**src/rtl/adsr_envelope.sv**
```systemverilog
// adsr_envelope
// Turns a note gate into an unsigned 16-bit amplitude that walks through
// attack, decay, sustain and release. The level moves only on a prescaled
// update tick. Gate edges are acted on every clock.
module adsr_envelope #(
  parameter int unsigned PRESCALE = 50
) (
  input  logic        i_clk,
  input  logic        i_rst,
  input  logic        i_gate,
  input  logic [15:0] i_attack_inc,
  input  logic [15:0] i_decay_dec,
  input  logic [15:0] i_sustain,
  input  logic [15:0] i_release_dec,
  output logic [15:0] o_amp,
  output logic [2:0]  o_state,
  output logic        o_active
);

  typedef enum logic [2:0] {
    IDLE    = 3'd0,
    ATTACK  = 3'd1,
    DECAY   = 3'd2,
    SUSTAIN = 3'd3,
    RELEASE = 3'd4
  } state_t;

  localparam logic [15:0] CNT_LAST = 16'(PRESCALE - 1);

  logic [15:0] cnt_q, cnt_d;
  logic        gate_q, gate_d;
  state_t      state_q, state_d;
  logic [15:0] level_q, level_d;
  logic        active_q, active_d;

  logic        tick;
  logic        gate_rise;
  logic        gate_fall;
  logic [16:0] attack_sum;
  logic [16:0] decay_diff;
  logic [16:0] release_diff;

  // Free-running prescaler; the tick marks the last count before it wraps.
  always_comb begin
    tick  = (cnt_q == CNT_LAST);
    cnt_d = tick ? 16'd0 : cnt_q + 16'd1;
  end

  // Next state and level: gate events first, then tick-driven arithmetic.
  always_comb begin
    state_d      = state_q;
    level_d      = level_q;
    gate_d       = i_gate;
    gate_rise    = i_gate & ~gate_q;
    gate_fall    = ~i_gate & ((state_q == ATTACK) || (state_q == DECAY) ||
                              (state_q == SUSTAIN));
    attack_sum   = {1'b0, level_q} + {1'b0, i_attack_inc};
    decay_diff   = {1'b0, level_q} - {1'b0, i_decay_dec};
    release_diff = {1'b0, level_q} - {1'b0, i_release_dec};

    if (gate_rise) begin
      state_d = ATTACK;
    end else if (gate_fall) begin
      state_d = RELEASE;
    end else if (tick) begin
      case (state_q)
        IDLE: begin
          level_d = 16'd0;
        end
        ATTACK: begin
          if ((i_attack_inc == 16'd0) || (attack_sum >= 17'h0FFFF)) begin
            level_d = 16'hFFFF;
            state_d = DECAY;
          end else begin
            level_d = attack_sum[15:0];
          end
        end
        DECAY: begin
          if ((i_decay_dec == 16'd0) ||
              ($signed(decay_diff) <= $signed({1'b0, i_sustain}))) begin
            level_d = i_sustain;
            state_d = SUSTAIN;
          end else begin
            level_d = decay_diff[15:0];
          end
        end
        SUSTAIN: begin
          level_d = i_sustain;
        end
        RELEASE: begin
          if ((i_release_dec == 16'd0) || ($signed(release_diff) <= 17'sd0)) begin
            level_d = 16'd0;
            state_d = IDLE;
          end else begin
            level_d = release_diff[15:0];
          end
        end
        default: begin
          level_d = 16'd0;
          state_d = IDLE;
        end
      endcase
    end

    active_d = (state_d != IDLE);
  end

  // State, level, gate history and prescaler registers with synchronous reset.
  always_ff @(posedge i_clk) begin
    if (i_rst) begin
      cnt_q    <= 16'd0;
      gate_q   <= 1'b0;
      state_q  <= IDLE;
      level_q  <= 16'd0;
      active_q <= 1'b0;
    end else begin
      cnt_q    <= cnt_d;
      gate_q   <= gate_d;
      state_q  <= state_d;
      level_q  <= level_d;
      active_q <= active_d;
    end
  end

  assign o_amp    = level_q;
  assign o_state  = state_q;
  assign o_active = active_q;

endmodule

```
**config.mk**
```make
export PLATFORM = sky130hd
export DESIGN_NAME = adsr_envelope
export DESIGN_NICKNAME = d
export VERILOG_FILES = /design/src/rtl/adsr_envelope.sv
export SDC_FILE = /design/constraint.sdc
export NUM_CORES = 1
export LEC_CHECK = 0
export ABC_CLOCK_PERIOD_IN_PS = 4700
export CORE_MARGIN = 1
export CORE_UTILIZATION = 50
export CTS_CLUSTER_DIAMETER = 50
export DETAILED_ROUTE_END_ITERATION = 6
export HOLD_SLACK_MARGIN = 0.05
export PLACE_DENSITY = 0.84
export SKIP_LAST_GASP = 1
export SYNTH_ARGS = -nofsm -noshare
export SYNTH_HDL_FRONTEND = slang
export SYNTH_SLANG_ARGS = --single-unit
```
**constraint.sdc**
```tcl
create_clock -name i_clk -period 4.7 [get_ports i_clk]
set_input_delay 0.47 -clock i_clk [delete_from_list [all_inputs] [get_ports i_clk]]
set_output_delay 0.47 -clock i_clk [all_outputs]
set_load 0.02 [all_outputs]
```
==> job_summary.md, run 1 <==
## Synthesis and layout report

| Metric | Value |
|---|---|
| Critical Path Source | `i_decay_dec[4]` |
| Synthesis-stage register bit count | `37` |
| Log Warnings | `27` |
| Net count entering floorplan | `788` |
| Post-detailed-route wirelength per cell | `about 19 um` |
| Number of CTS-inserted buffers | `5` |
| Yosys Instances | `between 600 and 700` |
| Global route overflow | `0` |
| Filler Cells Inserted | `810` |
| Required arrival time at the worst endpoint | `roughly 4.9 ns` |
| Width of the die | `101 um` |
| EDFF count, synth | `0` |
| Startpoint class of the critical path | `primary input` |
| Cell with the most instances after synthesis | `sky130_fd_sc_hd__inv_1` |
| Vertical die dimension | `approximately 100 um` |
| Status | `complete, but fails checks` |
| Share of the synthesized area in the top cell type | `between 15 and 20%` |
| Die area | `10,200 um^2` |
| Mux share | `less than 1%` |
| Via count of the first global-routing pass | `between 5,000 and 6,000` |
| Period minus WS final | `4.51 ns` |
| Final TNS setup | `0 ns` |
| Worst slew margin | `roughly two fifths` |
| Number of DRC violations after detailed routing | `1` |
| Violated checks | `design-rule violations` |
| Pin slew with the least headroom to its limit | `0.891 ns` |
| Type of the setup path with the least slack | `in -> reg` |
| Signal arrival time at the worst endpoint | `4.67 ns` |
| Top cells by count | `sky130_fd_sc_hd__inv_1 (69), sky130_fd_sc_hd__ha_1 (66), sky130_fd_sc_hd__nor2_1 (48)` |
| Number of clock sinks | `37` |
| Register cell area after layout | `approximately 740 um^2` |
| Prevailing post-synth register cell | `sky130_fd_sc_hd__dfxtp_1` |
| Num ports | `a little under 90` |
| Comb area leader | `AND-OR/OR-AND gates` |
| Max Buffers Root-to-Sink | `2` |
| Clock transition at path regs | `~0.070 ns` |
| Hold Startpoint | `cnt_q[9]` |
[run 1: report_power, final]
part	internal, mW	switching, mW	leakage (nW)	total, mW
sequential	0.318	0.00691	0.299	0.325
combinational	0.129	0.140	2.47	0.269
clock	0.135	0.123	0.0549	0.258
total	0.582	0.270	2.83	0.852
[run 1: critical path, cell delays in order]
cell	delay, ns
sky130_fd_sc_hd__clkdlybuf4s50_1	0.48
sky130_fd_sc_hd__inv_1	0.05
sky130_fd_sc_hd__ha_1	0.33
sky130_fd_sc_hd__o21a_1	0.19
sky130_fd_sc_hd__o21ai_0	0.16
sky130_fd_sc_hd__nand2b_1	0.15
sky130_fd_sc_hd__a31oi_2	0.23
sky130_fd_sc_hd__o21ai_0	0.10
sky130_fd_sc_hd__a21o_1	0.19
sky130_fd_sc_hd__xor2_1	0.17
sky130_fd_sc_hd__ha_1	0.34
sky130_fd_sc_hd__nand3_2	0.14
sky130_fd_sc_hd__o41ai_2	0.33
sky130_fd_sc_hd__a21oi_1	0.09
sky130_fd_sc_hd__a221oi_2	0.38
sky130_fd_sc_hd__nor2_2	0.10
sky130_fd_sc_hd__buf_4	0.19
sky130_fd_sc_hd__a22oi_2	0.22
sky130_fd_sc_hd__a2bb2oi_1	0.22
sky130_fd_sc_hd__o311ai_0	0.14
[run 1: logic make-up (layout without fill, tap and decap cells)]
logic type | after synthesis | after routing
muxes | 3 | 3
adders and majority gates | 69 | 69
AOI/OAI and AO/OA | 202 | 202
and+or+nand+nor | 211 | 211
xor gates and xnor gates | 44 | 44
buffers and inverters | 86 | 198
DFF | 37 | 37
[run 1: through the flow]
stage	instance area (um^2)	total power, mW	setup WS, ns	utilization, %	std cells
finish	6270	0.852	0.185	66.9	893
CTS	6190	0.839	0.0954	66.1	890
global route	6270	0.890	-0.0796	66.9	893
detailed placement	6090	0.588	-0.218	64.9	882
global placement	6090	0.582	-0.0112	64.9	882
floorplan	4890	0.473	0.368	-	652
[run 1: state kept, by name (all words and copies together) (netlist names)]
name / flops
o_active: 1
gate_q: 1
o_state: 3
o_amp: 16
cnt_q: 16
[run 1: area by class of cell]
cell class | instances | area share (%)
Clock buffer | 7 | 1.54
Sequential cell | 37 | 11.8
Timing Repair Buffer | 121 | 17.9
Multi-Input combinational cell | 529 | 61.9
Tap cell | 129 | 2.57
Clock inverter | 1 | 0.140
Inverter | 69 | 4.13
[run 1: path summary, 6_finish.rpt]
path | end | slack (ns)
hold / removal | cnt_q[9] | 0.53
hold reg to reg | cnt_q[9] | 0.53
setup / recovery | o_amp[8] | 0.19
setup reg to reg | o_amp[8] | 0.33
[run 1: what timing repair did]
action                                  in CTS  in global routing
gates resized                                0                 11
hold buffers                                 0                  0
endpoints found under the setup margin       0                 17
buffers inserted                             0                  3
[run 1: layer usage]
layer	global-route usage [%]	share of wire, %	up-vias
met4	11.1	3.0	0
met1	43.2	44	2582
met3	6.93	8.6	38
met2	53.8	45	273
li1	-	-	2656
met5	0	0	-
==> run_1/m1.png <==
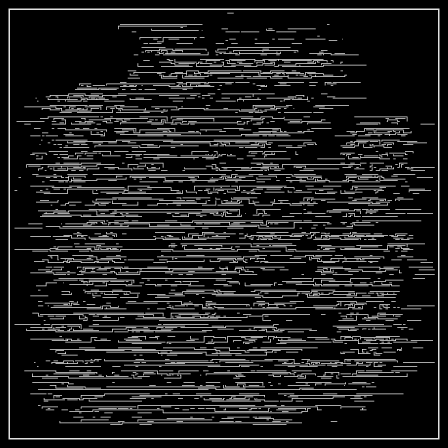
- wire length on this layer: 7,290 um
- nets with wire on the layer: 839
- longest straight run: 42.3 um
grt met1 use: 43.2%
routed vias: 5,549
Total Wirelength: 16,600 um

==> run_1/m2.png <==
Scale bar: 20 um. Cells faint in the background.
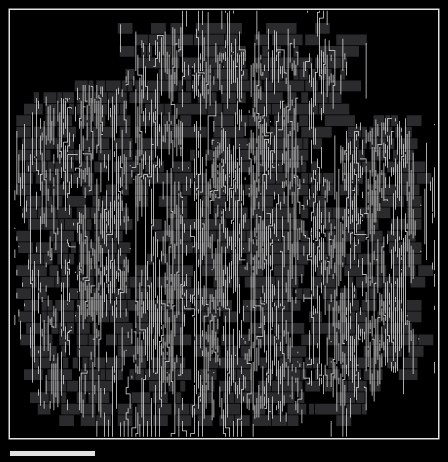
- share of all routed wire: 45%
- main direction: vertical

==> run_1/m3.png <==
Scale bar: 20 um.
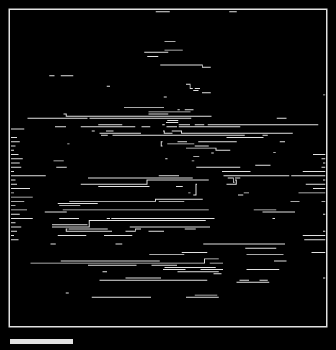
- wire length on this layer: 1,430 um
- nets with wire on the layer: 141
met3 Resource Use GR: 6.93%

==> inputs of run 2 (changes only) <==
--- a/config.mk
+++ b/config.mk
@@ -5,13 +5,12 @@
 export SDC_FILE = /design/constraint.sdc
 export NUM_CORES = 1
 export LEC_CHECK = 0
-export ABC_CLOCK_PERIOD_IN_PS = 4700
-export CORE_MARGIN = 1
-export CORE_UTILIZATION = 50
+export ABC_CLOCK_PERIOD_IN_PS = 4000
+export CORE_UTILIZATION = 49
 export CTS_CLUSTER_DIAMETER = 50
 export DETAILED_ROUTE_END_ITERATION = 6
 export HOLD_SLACK_MARGIN = 0.05
-export PLACE_DENSITY = 0.84
+export PLACE_DENSITY = 0.86
 export SKIP_LAST_GASP = 1
 export SYNTH_ARGS = -nofsm -noshare
 export SYNTH_HDL_FRONTEND = slang
==> constraint.sdc (replaced) <==
create_clock -name i_clk -period 4 [get_ports i_clk]
set_input_delay 0.8 -clock i_clk [delete_from_list [all_inputs] [get_ports i_clk]]
set_output_delay 0.8 -clock i_clk [all_outputs]
set_load 0.02 [all_outputs]
==> run_2/m2.png <==
Scale bar: 20 um. Cells faint in the background.
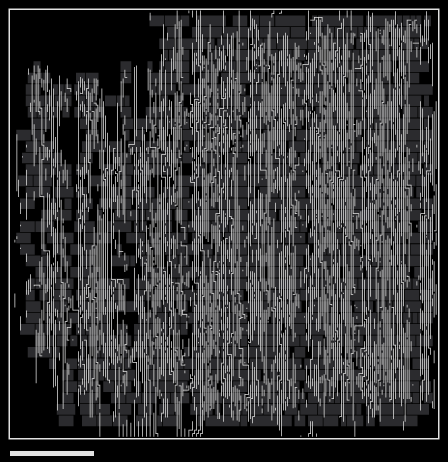
- nets with wire on the layer: 941
- wire length on this layer: 10,300 um
- main direction: vertical
- share of all routed wire: 45%

==> run_2/congestion_map.png <==
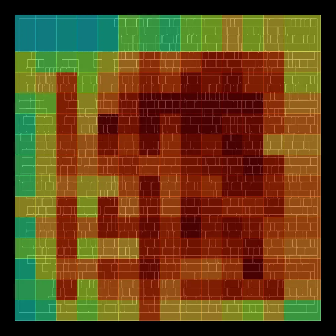
Global Route met2 Usage: 66.3%
grt met1 use: 45.9%

==> run 2 against run 1 <==
  * The run ends with negative setup slack left
  * Sequential share of layout area down 2.2 points
  * Register-to-register slack worse by 0.81 ns
  * Wire length grew 38%
  * Via count is 19% higher
  * Area after synthesis did not move
  * Non-clock buffer count is 115 higher
==> job_summary.md, run 2 <==
## Synthesis and layout report

| Metric | Value |
|---|---|
| Status | `complete, but fails checks` |
| Violated checks | `negative setup slack` |
| Type of the setup path with the least slack | `in -> reg` |
| Number of DRC violations after detailed routing | `0 (-1)` |
| Period minus WS final | `around 4.6 ns` |
| Number of clock sinks | `37 (unchanged)` |
| Combinational cell fraction of total power | `38.9% (+7.3 points)` |
| WHS Endpoint | `cnt_q[9]` |
| Clock share of power | `28.7% (-1.6 points)` |
| Hold Startpoint | `cnt_q[9]` |
| Worst slew margin | `36.0% (-4.4 points)` |
| Final TNS setup | `-8.45 ns (-8.45 ns)` |
| Signal arrival time at the worst endpoint | `4.83 ns (+0.16 ns)` |
| Prevailing post-synth register cell | `sky130_fd_sc_hd__dfxtp_1` |
| Worst slack, placed | `-0.967 ns (-0.748 ns)` |
| Top cells by count | `sky130_fd_sc_hd__inv_1 (69), sky130_fd_sc_hd__ha_1 (66), sky130_fd_sc_hd__nor2_1 (48)` |
| Total Wirelength | `23,000 um (+38%)` |
| Required arrival time at the worst endpoint | `4.19 ns (-0.67 ns)` |
| Clock transition at path regs | `0.08 ns (about the same)` |
| Setup Viol. Count Final | `18` |
| Final core utilization | `79.6% (+13 points)` |
| Sequential share of power | `32.4% (-5.7 points)` |
| Count of hold buffers inserted by post-cts repair | `0 (unchanged)` |
| Routed vias | `6,627 (+19%)` |
| Width of the die | `102 um (+1.0%)` |
| Num ports | `87 (unchanged)` |
| Share of the synthesized area in the top cell type | `16.9% (unchanged)` |
| Vertical die dimension | `102 um (+1.0%)` |
| Internal Pwr Total | `0.784 mW (+35%)` |
| Fraction of power spent switching nets | `33.7% (+2.0 points)` |
| Net count entering floorplan | `788 (unchanged)` |
| Reg-to-reg setup timing slack | `-0.48 ns (-0.81 ns)` |
| Cell with the most instances after synthesis | `sky130_fd_sc_hd__inv_1` |
| Die area | `10,400 um^2 (+2.0%)` |
| Startpoint class of the critical path | `primary input` |
| Number of CTS-inserted buffers | `5 (unchanged)` |
| Final worst slack | `-0.640 ns (-0.825 ns)` |
| Pin slew with the least headroom to its limit | `0.958 ns (+0.0663 ns)` |
| Max Buffers Root-to-Sink | `2 (unchanged)` |
| Yosys Instances | `652 (unchanged)` |
| Post-detailed-route wirelength per cell | `22.8 um (+22%)` |
-- run 2: worst max-delay path: stages --
cell                       delay, ns
sky130_fd_sc_hd__buf_2          0.11
sky130_fd_sc_hd__inv_2          0.05
sky130_fd_sc_hd__ha_4           0.16
sky130_fd_sc_hd__buf_4          0.13
sky130_fd_sc_hd__o21a_1         0.19
sky130_fd_sc_hd__o21ai_2        0.13
sky130_fd_sc_hd__nand2b_1       0.15
sky130_fd_sc_hd__buf_4          0.20
sky130_fd_sc_hd__a31oi_4        0.19
sky130_fd_sc_hd__a21oi_2        0.10
sky130_fd_sc_hd__xor2_1         0.19
sky130_fd_sc_hd__ha_1           0.38
sky130_fd_sc_hd__nand2_2        0.13
sky130_fd_sc_hd__nor4_4         0.40
sky130_fd_sc_hd__buf_4          0.17
sky130_fd_sc_hd__nand4_1        0.11
sky130_fd_sc_hd__nand3_2        0.12
sky130_fd_sc_hd__a221oi_4       0.05
sky130_fd_sc_hd__buf_4          0.15
sky130_fd_sc_hd__nor2b_4        0.15
sky130_fd_sc_hd__buf_12         0.16
sky130_fd_sc_hd__a22oi_1        0.22
sky130_fd_sc_hd__a21oi_1        0.13
sky130_fd_sc_hd__a221o_1        0.26
-- run 2: how the worst max path moves through the flow --
stage / cells after the start / end / from / slack [ns]
floorplan: 17 / o_amp[10] / i_decay_dec[2] / -0.14
global placement: 21 / o_amp[2] / i_decay_dec[0] / -0.86
detailed placement: 20 / o_amp[2] / i_decay_dec[1] / -0.97
CTS: 22 / o_amp[6] / i_decay_dec[0] / -0.18
global route: 21 / o_amp[9] / i_decay_dec[0] / -0.84
finish: 24 / o_amp[9] / i_decay_dec[4] / -0.64
-- run 2: per-layer routing --
layer / up-vias / track usage, % / part of all wire [%]
li1: 2896 / - / -
met1: 3045 / 45.9 / 37
met2: 521 / 66.3 / 45
met3: 165 / 4.79 / 11
met4: 0 / 22.4 / 7.4
met5: - / 0 / 0
-- run 2: power by group through the flow --
stage	Sequential [mW]	Clock (mW)	Combinational [mW]
detailed placement	0.390	0	0.362
floorplan	0.390	0	0.172
global route	0.383	0.348	0.490
finish	0.383	0.340	0.460
global placement	0.390	0	0.351
CTS	0.381	0.333	0.397
-- run 2: cell type report --
class                      count  area (um^2)
sequential                    37          741
clock buffer                   5         68.8
clock inverter                 3         46.3
timing repair buffer         236         2070
multi-input combinational    529         4390
tap                          133          166
fill                         570         1990
inverter                      69          262
-- run 2: logic make-up (layout without fill, tap and decap cells) --
family	count (synthesis)	in the layout	synth area share, %
xor gates and xnor gates	44	44	7.89
adders and majority gates	69	69	18.1
and+or+nand+nor	211	211	23.0
buffers and inverters	86	313	6.61
AOI/OAI and AO/OA	202	202	28.6
DFF	37	37	15.2
muxes	3	3	0.614
-- run 2: per-stage QoR --
step | hold slack (ns) | instance area [um^2]
3_3_place_gp | 0.493 | 6880
3_5_place_dp | 0.512 | 6880
6_report | 0.579 | 7740
5_1_grt | 0.579 | 7740
2_1_floorplan | 0.468 | 5020
4_1_cts | 0.523 | 7500
-- run 2: repair_timing --
action                                  in CTS  in global routing
pin swaps                                   51                 34
endpoints found under the setup margin      19                 19
gates cloned                                 2                  0
buffers inserted                            24                  7
resized                                    102                 41
==> inputs of run 3 (changes only) <==
==> config.mk (replaced) <==
export PLATFORM = sky130hd
export DESIGN_NAME = adsr_envelope
export DESIGN_NICKNAME = d
export VERILOG_FILES = /design/src/rtl/adsr_envelope.sv
export SDC_FILE = /design/constraint.sdc
export NUM_CORES = 1
export LEC_CHECK = 0
export ABC_CLOCK_PERIOD_IN_PS = 5400
export CORE_UTILIZATION = 50
export CTS_CLUSTER_DIAMETER = 50
export DETAILED_ROUTE_END_ITERATION = 6
export HOLD_SLACK_MARGIN = 0.12
export PLACE_DENSITY = 0.84
export SKIP_LAST_GASP = 1
export SYNTH_ARGS = -nofsm -noshare
export SYNTH_HDL_FRONTEND = slang
export SYNTH_SLANG_ARGS = --single-unit
==> constraint.sdc (replaced) <==
create_clock -name i_clk -period 5.4 [get_ports i_clk]
set_input_delay 1.08 -clock i_clk [delete_from_list [all_inputs] [get_ports i_clk]]
set_output_delay 1.08 -clock i_clk [all_outputs]
set_load 0.02 [all_outputs]
==> run_3/m1.png <==
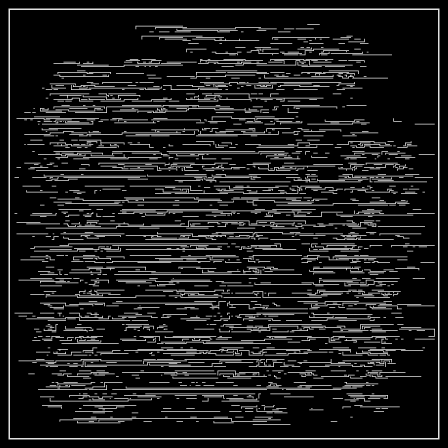
- longest straight run: 44.2 um
- share of all routed wire: 43%
- wire length on this layer: 6,960 um
- nets with wire on the layer: 816
- main direction: horizontal

==> run_3/m4.png <==
Cells faint in the background.
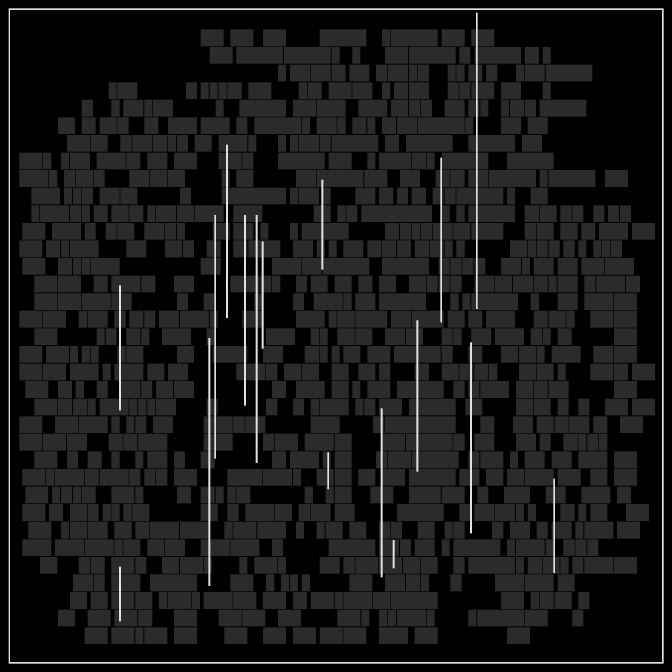
- longest straight run: 45.6 um
- main direction: vertical
- nets with wire on the layer: 16
- share of all routed wire: 2.5%

==> run 3 against run 2 <==
  * The flow now finishes without violations
  * Critical path depth fell by 3
  * Synthesized cell count is the same
  * Global-route usage decreased by 6.6 points
  * Die size down 2.0%
  * Register-to-register slack better by 1.3 ns
  * Via count down 19%
  * Sequential power is 26% lower
  * Clock power is 13% lower
  * Sequential cell count is the same
  * Critical path type unchanged
  * Highest routed layer unchanged
==> job_summary.md, run 3 <==
## Synthesis and layout report

| Metric | Value |
|---|---|
| Number of CTS-inserted buffers | `5 (unchanged)` |
| Combinational cell fraction of total power | `28.4% (-11 points)` |
| Met2 WL post-DR | `7530 um (-27%)` |
| Count of hold buffers inserted by post-cts repair | `0 (unchanged)` |
| Max Buffers Root-to-Sink | `2 (unchanged)` |
| Prevailing post-synth register cell | `sky130_fd_sc_hd__dfxtp_1` |
| Signal arrival time at the worst endpoint | `5.42 ns (+0.59 ns)` |
| Yosys Instances | `652 (unchanged)` |
| Share of the synthesized area in the top cell type | `16.9% (unchanged)` |
| Cell with the most instances after synthesis | `sky130_fd_sc_hd__inv_1` |
| Required arrival time at the worst endpoint | `5.57 ns (+1.38 ns)` |
| Vertical die dimension | `101 um (-0.99%)` |
| Die area | `10,200 um^2 (-2.0%)` |
| Status | `finished clean` |
| Net count entering floorplan | `788 (unchanged)` |
| Sequential share of power | `35.1% (+2.7 points)` |
| Worst slew margin | `48.5% (+12 points)` |
| Number of DRC violations after detailed routing | `0 (unchanged)` |
| Width of the die | `101 um (-0.99%)` |
| Routed met1 length | `6960 um (-18%)` |
| Reg-to-reg setup timing slack | `0.86 ns (+1.34 ns)` |
| Setup Viol. Count Final | `0 (-18)` |
| Post-detailed-route wirelength per cell | `18.3 um (-19%)` |
run 3: cell counts after synthesis:
Identical to the previous run, type by type.
run 3: layout make-up:
class	count	area, um^2
Inverter	69	259
Sequential cell	37	741
Tap cell	129	161
Multi-Input combinational cell	529	3840
Clock buffer	5	68.8
Clock inverter	3	68.8
Fill cell	837	3250
Timing Repair Buffer	102	981
run 3: worst max-delay path: stages:
cell	delay [ns]
sky130_fd_sc_hd__clkdlybuf4s50_1	0.48
sky130_fd_sc_hd__inv_1	0.05
sky130_fd_sc_hd__ha_1	0.29
sky130_fd_sc_hd__nor2b_1	0.15
sky130_fd_sc_hd__o211ai_1	0.27
sky130_fd_sc_hd__nand3_1	0.18
sky130_fd_sc_hd__a31oi_2	0.22
sky130_fd_sc_hd__o21ai_0	0.11
sky130_fd_sc_hd__a21o_1	0.20
sky130_fd_sc_hd__xor2_1	0.16
sky130_fd_sc_hd__ha_1	0.30
sky130_fd_sc_hd__nand3_1	0.14
sky130_fd_sc_hd__nor4_2	0.37
sky130_fd_sc_hd__a21oi_1	0.15
sky130_fd_sc_hd__a221oi_2	0.33
sky130_fd_sc_hd__buf_4	0.17
sky130_fd_sc_hd__nor2b_1	0.21
sky130_fd_sc_hd__buf_4	0.20
sky130_fd_sc_hd__a22oi_1	0.09
sky130_fd_sc_hd__a2bb2oi_1	0.14
sky130_fd_sc_hd__o311ai_0	0.14
run 3: metrics by stage:
stage	hold WS [ns]	utilization [%]	TNS (ns)
after floorplan	0.468	-	0
final	0.539	65.3	0
after detailed placement	0.516	63.5	-2.08
after global routing	0.585	65.3	-0.408
after global placement	0.495	63.5	0
after CTS	0.527	65.0	0
run 3: kinds of logic (layout without fill, tap and decap cells):
logic type                 count (synthesis)  after routing  share of synthesized area [%]
AOI/OAI and AO/OA                        202            202                           28.6
xor gates and xnor gates                  44             44                           7.89
adders and majority gates                 69             69                           18.1
buffers and inverters                     86            179                           6.61
DFF                                       37             37                           15.2
muxes                                      3              3                          0.614
and+or+nand+nor                          211            211                           23.0
run 3: repair_timing:
| item | CTS | global route |
|---|---|---|
| gates resized | 0 | 3 |
| buffers inserted | 0 | 2 |
| setup endpoints to repair | 0 | 17 |
run 3: final timing paths:
kind / startpoint / endpoint / cells after the start
hold / removal: cnt_q[9] / cnt_q[9] / 2
setup reg to reg: o_amp[1] / o_amp[8] / 19
setup / recovery: i_decay_dec[1] / o_amp[8] / 21
hold reg to reg: cnt_q[9] / cnt_q[9] / 2
run 3: per-layer routing:
metal	vias to the layer above	track usage [%]
li1	2615	-
met1	2518	41.6
met2	226	54.7
met3	36	3.26
met4	0	10.3
met5	-	0
run 3: power by group through the flow:
stage                     sequential (mW)  clock [mW]  combinational [mW]
final                               0.283       0.295               0.229
after global routing                0.284       0.310               0.251
after CTS                           0.283       0.296               0.224
after detailed placement            0.289           0               0.223
after global placement              0.289           0               0.217
after floorplan                     0.289           0               0.122
Power figures rest on the tool's default switching activity, not on a simulated workload.
